File: src/rtl/if_fetch_ctrl.sv
// if_fetch_ctrl: instruction-fetch controller.
// Walks the PC through IDLE -> REQ -> HOLD, presenting one registered
// instruction at a time to decode. Redirects restart fetch at a new target.
// Optional feature macro: IF_FETCH_TIMEOUT_EN
//   When defined, a request left unacknowledged for TIMEOUT_CYCLES cycles
//   parks the block in a sticky FAULT state that only reset can clear.
//   When undefined, REQ waits indefinitely and o_fault is tied low.
module if_fetch_ctrl #(
    parameter logic [31:0] RESET_ADDR     = 32'h0000_0000,
    parameter int          TIMEOUT_CYCLES = 16
) (
    input  logic        i_clk,
    input  logic        i_reset_n,
    input  logic        i_stall,
    input  logic        i_redirect,
    input  logic [31:0] i_redirectAddr,
    output logic        o_memReq,
    output logic [31:0] o_memAddr,
    input  logic        i_memAck,
    input  logic [31:0] i_memData,
    output logic        o_valid,
    output logic [31:0] o_instruction,
    output logic [31:0] o_pc,
    output logic        o_fault
);

    localparam logic [31:0] NOP_INSTR = 32'h0000_0013;
    // Low address bits are always cleared so the PC stays word aligned.
    localparam logic [31:0] RESET_PC  = {RESET_ADDR[31:2], 2'b00};

    typedef enum logic [1:0] {
        IDLE  = 2'd0,
        REQ   = 2'd1,
        HOLD  = 2'd2,
        FAULT = 2'd3
    } state_t;

    state_t      state_reg;
    logic [31:0] pc_reg;
    logic [31:0] instr_reg;
    logic [31:0] out_pc_reg;
    logic        valid_reg;
    logic        mem_req_reg;

`ifdef IF_FETCH_TIMEOUT_EN
    // Counter value seen on the last unacknowledged REQ cycle before faulting.
    localparam logic [7:0] TIMEOUT_LAST = 8'(TIMEOUT_CYCLES - 1);

    logic [7:0] timeout_cnt_reg;
    logic       fault_reg;
`else
    // Parameter kept for a stable interface; it has no effect in this build.
    logic [7:0] timeout_param_unused;
    assign timeout_param_unused = 8'(TIMEOUT_CYCLES);
`endif

    // Fetch FSM: state, PC and every output register updated together.
    always_ff @(posedge i_clk) begin
        if (!i_reset_n) begin
            state_reg       <= IDLE;
            pc_reg          <= RESET_PC;
            out_pc_reg      <= RESET_PC;
            instr_reg       <= NOP_INSTR;
            valid_reg       <= 1'b0;
            mem_req_reg     <= 1'b0;
`ifdef IF_FETCH_TIMEOUT_EN
            timeout_cnt_reg <= 8'd0;
            fault_reg       <= 1'b0;
`endif
        end else
`ifdef IF_FETCH_TIMEOUT_EN
        if (state_reg == FAULT) begin
            // Sticky: redirects and acks are ignored until reset.
            mem_req_reg <= 1'b0;
            valid_reg   <= 1'b0;
            fault_reg   <= 1'b1;
        end else
`endif
        if (i_redirect) begin
            // Redirect wins over ack (data dropped) and over stall.
            state_reg   <= REQ;
            pc_reg      <= {i_redirectAddr[31:2], 2'b00};
            valid_reg   <= 1'b0;
            mem_req_reg <= 1'b1;
`ifdef IF_FETCH_TIMEOUT_EN
            timeout_cnt_reg <= 8'd0;
`endif
        end else begin
            case (state_reg)
                IDLE: begin
                    state_reg   <= REQ;
                    mem_req_reg <= 1'b1;
                end
                REQ: begin
                    if (i_memAck) begin
                        state_reg   <= HOLD;
                        instr_reg   <= i_memData;
                        out_pc_reg  <= pc_reg;
                        valid_reg   <= 1'b1;
                        mem_req_reg <= 1'b0;
`ifdef IF_FETCH_TIMEOUT_EN
                        timeout_cnt_reg <= 8'd0;
                    end else if (timeout_cnt_reg == TIMEOUT_LAST) begin
                        state_reg       <= FAULT;
                        mem_req_reg     <= 1'b0;
                        valid_reg       <= 1'b0;
                        fault_reg       <= 1'b1;
                        timeout_cnt_reg <= 8'd0;
                    end else begin
                        timeout_cnt_reg <= timeout_cnt_reg + 8'd1;
`endif
                    end
                end
                HOLD: begin
                    // Stall holds everything; otherwise decode consumed it.
                    if (!i_stall) begin
                        state_reg   <= REQ;
                        pc_reg      <= pc_reg + 32'd4;
                        valid_reg   <= 1'b0;
                        mem_req_reg <= 1'b1;
                    end
                end
                default: begin
                end
            endcase
        end
    end

    assign o_memReq      = mem_req_reg;
    assign o_memAddr     = pc_reg;
    assign o_valid       = valid_reg;
    assign o_instruction = instr_reg;
    assign o_pc          = out_pc_reg;
`ifdef IF_FETCH_TIMEOUT_EN
    assign o_fault       = fault_reg;
`else
    assign o_fault       = 1'b0;
`endif

endmodule
File: config.mk
export PLATFORM = sky130hd
export DESIGN_NAME = if_fetch_ctrl
export DESIGN_NICKNAME = d
export VERILOG_FILES = /design/src/rtl/if_fetch_ctrl.sv
export SDC_FILE = /design/constraint.sdc
export NUM_CORES = 1
export LEC_CHECK = 0
export CAP_MARGIN = 10
export CORE_MARGIN = 2
export CORE_UTILIZATION = 39
export DETAILED_ROUTE_END_ITERATION = 7
export PLACE_DENSITY = 0.84
export SYNTH_ARGS = -nofsm -noshare
export SYNTH_HDL_FRONTEND = slang
export SYNTH_SLANG_ARGS = --single-unit
export TNS_END_PERCENT = 20
File: constraint.sdc
create_clock -name i_clk -period 1.7 [get_ports i_clk]
set_input_delay 0.34 -clock i_clk [delete_from_list [all_inputs] [get_ports i_clk]]
set_output_delay 0.34 -clock i_clk [all_outputs]
set_load 0.1 [all_outputs]
clk_routes.png
Scale: 4 px per um.
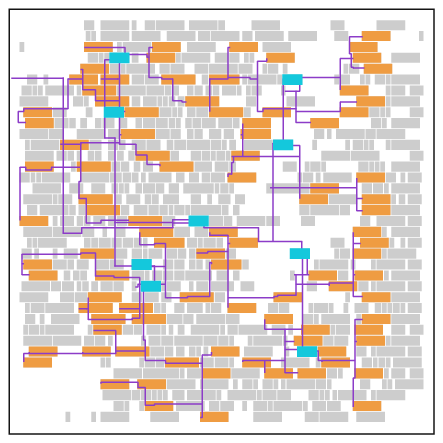
flip-flops: drawn in orange, count 95. clock wires: drawn in purple, length 1,170 um. clock drivers: drawn in cyan, count 9.
Position of the flops: widely spread. There are 10 routed clock nets.

==> flow_summary_export.csv <==
group,metric,value,unit
job,max-cap-violations,0,
final_layout,logic_area,2090,um2
placement,pre_cts_ws,-636,ps
final_layout,final_cell_mix,"nand2_1, buf_12, dfxtp_1, clkdlybuf4s50_1, a21boi_0",
final_layout,seq_area,2000,um2
route,wl_met2,6590,um
timing,finalSetupViolCount,4,
min_path,hold_path_depth,3,
yosys,synth_xor_xnor_area_share,0.0542,
power,powerClk,0.00143,W
route,top_layer,"met4",
yosys,yosysSeqAreaShare,0.471,
yosys,synthTopLogicFamily,"simple AND/OR/NAND/NOR gates",
final_layout,buf_share,0.389,
final_layout,n_antenna_cell,0,
final_layout,n_fill_cell,715,
timing,max_freq,565,MHz
global_routing,globalRouteOverflowTotal,0,
outcome,violations,"negative setup slack",
timing,setup_slack,-69.7,ps
final_layout,largest_register_ffs,32,
yosys,edf_count,0,
yosys,yosys_area,4040,um2
placement,io_buffers,160,
power,comb_power,0.00159,W
floorplan,die-area,11200,um2
worst_setup_path,required,1940,ps
power,p_int,0.00361,W
min_path,hold_start,"i_reset_n",
worst_setup_path,worstSetupPathType,"reg2reg",
final_layout,syn2layout_area_growth,80.0,%
final_layout,ff_count,95,
cts,clk_pin_slew,90,ps
yosys,synth_warnings,0,
final_layout,layoutNonFillerInstCount,803,
power,leakage,2.74,nW
worst_setup_path,startpoint,"state_reg[1]$_SDFFE_PP0P_",
min_path,min_to,"o_memAddr[25]$_SDFFE_PN0P_",
final_layout,comb_share,0.287,
power,powerSeq,0.00244,W
worst_setup_path,crit_family,"simple AND/OR/NAND/NOR gates",
route,wirelength,12800,um
floorplan,chipHeight,106,um
floorplan,rows,37,
yosys,ys.flops,95,
outcome,outcome,"finished, violations left",
worst_setup_path,cp_slowest_stage_delay,430,ps
layer_met3.png
Scale: 2 px per um. Cells faint in the background.
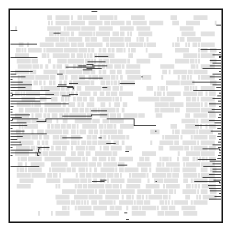
The longest straight run is 28.8 um. The wires run mostly horizontal. The layer holds 6.4% of the routed length. 118 nets have wire on it.

## synthesized netlist by cell type (2+ instances only)
| cell type | instances | area, um2 |
|---|---|---|
| nand2_1 | 144 | 541 |
| dfxtp_1 | 95 | 1900 |
| a21boi_0 | 59 | 443 |
| clkbuf_1 | 30 | 113 |
| o21ai_0 | 25 | 125 |
| a21oi_1 | 20 | 100 |
| nand3_1 | 16 | 80.1 |
| xor2_1 | 14 | 123 |
| nand4_1 | 12 | 75.1 |
| xnor2_1 | 11 | 96.3 |
| nor2_1 | 7 | 26.3 |
| o211a_1 | 6 | 60.1 |
| buf_4 | 5 | 37.5 |
| nor3_1 | 5 | 25.0 |
| and2_1 | 4 | 25.0 |
| and3_1 | 4 | 25.0 |
| and4_1 | 3 | 26.3 |
| inv_1 | 3 | 11.3 |
| or3_1 | 3 | 18.8 |
| a221o_1 | 2 | 20.0 |
| a31oi_1 | 2 | 12.5 |
| buf_2 | 2 | 10.0 |
| nand2b_1 | 2 | 12.5 |
| nor4_1 | 2 | 12.5 |
| o21ai_1 | 2 | 10.0 |
## repair_timing
| item | 4_1_cts | 5_1_grt |
|---|---|---|
| endpoints found under the setup margin | 14 | 17 |
| pin swaps | 5 | 12 |
| resized | 8 | 6 |
| hold buffers | 0 | 0 |
| setup buffers | 0 | 0 |
## through the flow
| stage | util | hold slack (ps) | total power, W |
|---|---|---|---|
| 6_report | 0.714 | 417 | 0.00547 |
| 5_1_grt | 0.714 | 428 | 0.00567 |
| 4_1_cts | 0.712 | 390 | 0.00551 |
| 3_5_place_dp | 0.691 | 494 | 0.00409 |
| 3_3_place_gp | 0.691 | 488 | 0.00405 |
| 2_1_floorplan | - | 464 | 0.00338 |
## tightest hold or removal path, stage by stage
cell     delay, ps
buf_2          230
o21ai_0        120
a21oi_1         40
No activity file was given, so power comes from the tool's default toggle rates.
